File: config.mk
export PLATFORM = sky130hd
export DESIGN_NAME = fifo_read_adapter
export DESIGN_NICKNAME = d
export VERILOG_FILES = /design/src/rtl/fifo_read_adapter_pkg.sv /design/src/rtl/skid_buffer.sv /design/src/rtl/fifo_read_adapter.sv
export SDC_FILE = /design/constraint.sdc
export NUM_CORES = 1
export LEC_CHECK = 0
export ABC_AREA = 1
export CORE_MARGIN = 2
export CORE_UTILIZATION = 50
export CTS_BUF_LIST = sky130_fd_sc_hd__clkbuf_4 sky130_fd_sc_hd__clkbuf_8 sky130_fd_sc_hd__clkbuf_16
export DETAILED_ROUTE_END_ITERATION = 16
export PLACE_DENSITY = 0.84
export REMOVE_ABC_BUFFERS = 1
export SYNTH_ARGS = -nofsm -noshare
export SYNTH_HDL_FRONTEND = slang
export SYNTH_SLANG_ARGS = --single-unit
File: constraint.sdc
create_clock -name clk -period 3.3 [get_ports clk]
set_clock_uncertainty 0.1 [all_clocks]
set_input_delay 0.66 -clock clk [delete_from_list [all_inputs] [get_ports clk]]
set_output_delay 0.66 -clock clk [all_outputs]
set_load 0.03 [all_outputs]
File: src/rtl/fifo_read_adapter_pkg.sv
`default_nettype none
// +----------------------------------------------------------------------------+
// | Module      : fifo_read_adapter_pkg                                        |
// | Description : Shared definitions for the FIFO read adapter: control state  |
// |               encoding and the data width shared with the FIFO.            |
// | Revision    : 1.0 - initial release                                        |
// +----------------------------------------------------------------------------+
package fifo_read_adapter_pkg;

  // Default data width of the team FIFO; the adapter defaults to the same.
  localparam int unsigned c_FIFO_DATA_WIDTH = 16;

  // Control state encoding, explicit 2-bit width.
  localparam logic [1:0] c_ST_IDLE   = 2'd0;
  localparam logic [1:0] c_ST_ACTIVE = 2'd1;
  localparam logic [1:0] c_ST_FLUSH  = 2'd2;

  typedef enum logic [1:0] {
    IDLE   = c_ST_IDLE,
    ACTIVE = c_ST_ACTIVE,
    FLUSH  = c_ST_FLUSH
  } state_e;

endpackage
`default_nettype wire

File: src/rtl/skid_buffer.sv
`default_nettype none
// +----------------------------------------------------------------------------+
// | Module      : skid_buffer                                                  |
// | Description : Circular buffer with push/pop/clear, occupancy count and     |
// |               registered head data. The writer must never push when full.  |
// | Ports       : clk, rst_n     - clock, async active-low reset               |
// |               i_push/i_data  - write i_data at the tail                    |
// |               i_pop          - advance the head                            |
// |               i_clear        - empty the buffer (wins over push/pop)       |
// |               o_data         - head entry                                  |
// |               o_count        - occupancy, 0..DEPTH                         |
// | Revision    : 1.0 - initial release                                        |
// +----------------------------------------------------------------------------+
module skid_buffer #(
  parameter int DATA_WIDTH = 16,
  parameter int DEPTH      = 2     // power of two, 2..8
) (
  input  logic                       clk,
  input  logic                       rst_n,
  input  logic                       i_push,
  input  logic                       i_pop,
  input  logic                       i_clear,
  input  logic [DATA_WIDTH-1:0]      i_data,
  output logic [DATA_WIDTH-1:0]      o_data,
  output logic [$clog2(DEPTH):0]     o_count
);

  localparam int c_PTR_W = $clog2(DEPTH);

  logic [DATA_WIDTH-1:0] r_mem [DEPTH];
  logic [c_PTR_W-1:0]    r_head;
  logic [c_PTR_W-1:0]    r_tail;
  logic [c_PTR_W:0]      r_count;

  // Storage is reset so the head reads as zero straight out of reset.
  always_ff @(posedge clk or negedge rst_n) begin
    if (!rst_n) begin
      for (int i = 0; i < DEPTH; i++) begin
        r_mem[i] <= '0;
      end
      r_head  <= '0;
      r_tail  <= '0;
      r_count <= '0;
    end else if (i_clear) begin
      r_head  <= '0;
      r_tail  <= '0;
      r_count <= '0;
    end else begin
      if (i_push) begin
        r_mem[r_tail] <= i_data;
        r_tail        <= r_tail + 1'b1;   // pointers wrap naturally (power of two)
      end
      if (i_pop) begin
        r_head <= r_head + 1'b1;
      end
      case ({i_push, i_pop})
        2'b10:   r_count <= r_count + 1'b1;
        2'b01:   r_count <= r_count - 1'b1;
        default: r_count <= r_count;
      endcase
    end
  end

  assign o_data  = r_mem[r_head];
  assign o_count = r_count;

endmodule
`default_nettype wire

File: src/rtl/fifo_read_adapter.sv
`default_nettype none
// +----------------------------------------------------------------------------+
// | Module      : fifo_read_adapter                                            |
// | Description : Reads the synchronous FIFO (one-cycle read latency) and      |
// |               presents the words as a valid/ready stream through a skid    |
// |               buffer, so the sink may stall on any cycle.                  |
// | Ports       : clk, rst_n            - clock, async active-low reset        |
// |               enable, flush         - read permit, discard all data        |
// |               fifo_empty/data_out/underflow, fifo_rd_en - FIFO read port   |
// |               m_valid/m_ready/m_data - output stream                       |
// |               busy, words_read, underflow_err - status                     |
// | Revision    : 1.0 - initial release                                        |
// +----------------------------------------------------------------------------+
module fifo_read_adapter
  import fifo_read_adapter_pkg::*;
#(
  parameter int DATA_WIDTH = c_FIFO_DATA_WIDTH,
  parameter int BUF_DEPTH  = 2,    // power of two, 2..8
  parameter int CNT_WIDTH  = 16
) (
  input  logic                  clk,
  input  logic                  rst_n,
  input  logic                  enable,
  input  logic                  flush,
  input  logic                  fifo_empty,
  input  logic [DATA_WIDTH-1:0] fifo_data_out,
  input  logic                  fifo_underflow,
  output logic                  fifo_rd_en,
  output logic                  m_valid,
  input  logic                  m_ready,
  output logic [DATA_WIDTH-1:0] m_data,
  output logic                  busy,
  output logic [CNT_WIDTH-1:0]  words_read,
  output logic                  underflow_err
);

  localparam int               c_OCC_W   = $clog2(BUF_DEPTH) + 1;
  localparam logic [c_OCC_W:0] c_DEPTH_V = (c_OCC_W + 1)'(BUF_DEPTH);

  state_e                r_state;
  logic                  r_pending;
  logic [CNT_WIDTH-1:0]  r_words_read;
  logic                  r_underflow_err;

  logic [c_OCC_W-1:0]    w_count;
  logic [c_OCC_W:0]      w_used;
  logic                  w_valid;
  logic                  w_pop;
  logic                  w_capture;
  logic                  w_rd_en;
  logic [DATA_WIDTH-1:0] w_head_data;

  assign w_valid = (w_count != '0);

  // A pop is dropped in the flush cycle since the buffer is being cleared.
  assign w_pop = w_valid & m_ready & ~flush;

  // Slots committed after this edge: stored words plus the beat in flight,
  // less the word leaving now. Crediting the pop is what lets a 2-entry
  // buffer sustain one read per cycle, and it still never overflows: the
  // beat requested now lands in a slot that is free after this edge.
  assign w_used = {1'b0, w_count}
                + {{c_OCC_W{1'b0}}, r_pending}
                - {{c_OCC_W{1'b0}}, w_pop};

  assign w_rd_en = (r_state == ACTIVE) & ~flush & ~fifo_empty & (w_used < c_DEPTH_V);

  // Beats returning in the flush cycle or in the FLUSH state belong to
  // pre-flush requests; the FLUSH state acts as the drop flag for them.
  assign w_capture = r_pending & ~fifo_underflow & ~flush & (r_state != FLUSH);

  skid_buffer #(
    .DATA_WIDTH (DATA_WIDTH),
    .DEPTH      (BUF_DEPTH)
  ) u_skid_buffer (
    .clk     (clk),
    .rst_n   (rst_n),
    .i_push  (w_capture),
    .i_pop   (w_pop),
    .i_clear (flush),
    .i_data  (fifo_data_out),
    .o_data  (w_head_data),
    .o_count (w_count)
  );

  always_ff @(posedge clk or negedge rst_n) begin
    if (!rst_n) begin
      r_state <= IDLE;
    end else if (flush) begin
      r_state <= FLUSH;              // held while flush stays high
    end else if (enable) begin
      r_state <= ACTIVE;
    end else begin
      r_state <= IDLE;
    end
  end

  always_ff @(posedge clk or negedge rst_n) begin
    if (!rst_n) begin
      r_pending       <= 1'b0;
      r_words_read    <= '0;
      r_underflow_err <= 1'b0;
    end else begin
      // w_rd_en is already low under flush, so pending clears on the flush edge.
      r_pending <= w_rd_en;
      if (w_pop) begin
        r_words_read <= r_words_read + 1'b1;
      end
      if (r_pending && fifo_underflow) begin
        r_underflow_err <= 1'b1;
      end
    end
  end

  assign fifo_rd_en    = w_rd_en;
  assign m_valid       = w_valid;
  assign m_data        = w_head_data;
  assign busy          = w_valid | r_pending;
  assign words_read    = r_words_read;
  assign underflow_err = r_underflow_err;

endmodule
`default_nettype wire
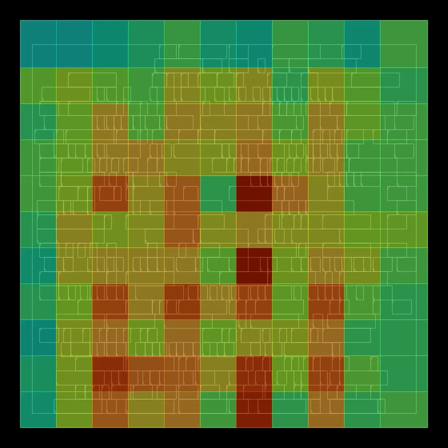
(images/final_congestion.png)
WL per Instance: 12.3 µm
GRT met3 Usage: 4.25%
GRT met1 Usage: 27.0%

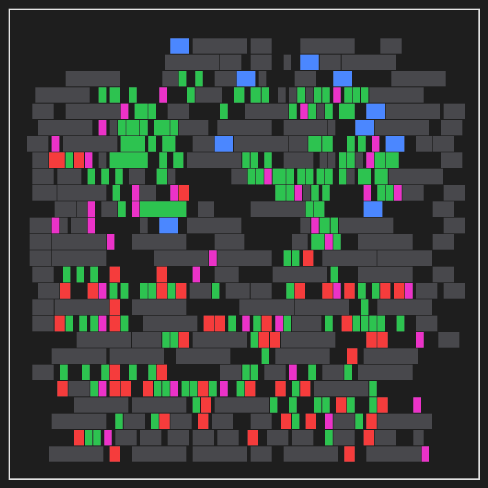
(images/gate_families.png)
Drawn at 6 px/µm.
- green: NAND gates (cells 140; most used nand2_1)
- magenta: inverters (cells 39; most used inv_1)
- red: inverting AOI/OAI gates (cells 51; most used o21ai_0)
- blue: XOR/XNOR gates (cells 10; most used xor2_1)

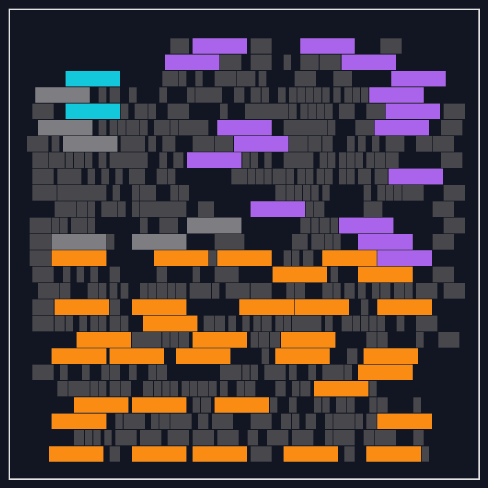
(images/registers.png)
Drawn at 6 px/µm.
- purple: `words_read` (placed flops 16)
- cyan: `u_skid_buffer.o_count` (placed flops 2)
- orange: `u_skid_buffer.r_mem` (placed flops 32)
Flop area: 1400 µm²
post-route core utilization: 67.2%
flop share of the area: 40.0%

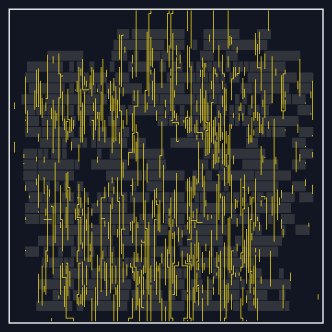
(images/met2.png)
Drawn at 4 px/µm.
- nets with wire on the layer: 331
- share of all routed wire: 49%
- main direction: vertical
- longest straight run: 30.6 µm
final WL: 5710 µm
DR vias: 2,292
met2 usage: 34.7%

==> flow_summary.toml <==
# implementation run metrics
[status]
status = "complete, no violations"

[synthesis]
ys_area_um2 = 2740
synth-async-reset-ratio_pct = 100
syn_inst = 334
yosysWarnings = 0
yosysUniqueCellTypes = 27
simple_gate_share_pct = 27.1
synth_top_area_share_pct = 51.1
yosys-stat-cells = 334

[setup_path]
r2r-start = "u_skid_buffer.o_count[1]"
path_common_cell = "nand2_1"
crit_path_start = "m_ready"
reg2reg_slack_ns = 1.30
crit_buf_inv = 3
cp.depth = 9

[cts]
cts.path.max_buffers = 2
cts_tree = "done"
hold_buffers = 0
clk_pin_slew_worst_paths_ns = 0.10

[routing]
drt-initial-drc-count = 145
wl_met3_um = 245
wl_met1_um = 2610
via_per_inst = 4.92

[final_layout]
syn_to_final_growth_pct = 27.5
largest_reg_flops = 32
fin_area_um2 = 3500
comb_area_um2 = 1130
logic_gate_count = 227
layout.cells.non_filler = 466
nets = 420
bufAreaShareNonClock_pct = 18.2

[sta]
drv_slew = 0
finalCriticalPeriod_ns = 3.17
finalClockPeriodUsage_pct = 96.2
setup_viol = 0

[min_path]
hp-class = "in -> async"

[global_route]
grt_max_degree = 33
gr-max-usage-layer = "met2"

[job]
max_cap_viol_count = 0

[power]
intPower_mw = 1.00
switching_share_pct = 29.1
power_density_nw_per_um2 = 404
p_clk_share_pct = 27.5

[place]
dpl_cell_area_um2 = 3390
what timing repair did:
action / 4_1_cts / 5_1_grt
gates resized: 0 / 2
setup endpoints to repair: 0 / 1
setup buffers: 0 / 1
cell usage after synthesis (3+ instances only):
| cell type | number |
|---|---|
| inv_2 | 3 |
| inv_1 | 36 |
| clkbuf_1 | 6 |
| buf_2 | 3 |
| nand4_1 | 7 |
| nand2_1 | 116 |
| nand3_1 | 10 |
| xnor2_1 | 3 |
| o21ai_0 | 49 |
| xor2_1 | 7 |
| nor2_1 | 17 |
| dfrtp_1 | 56 |
cells by family after synthesis:
kind of cell	Yosys count
AND-OR/OR-AND	52
XOR/XNOR	10
flip-flops	56
adder cells (fa/ha/maj)	2
AND/OR/NAND/NOR	163
buffers and inverters	51
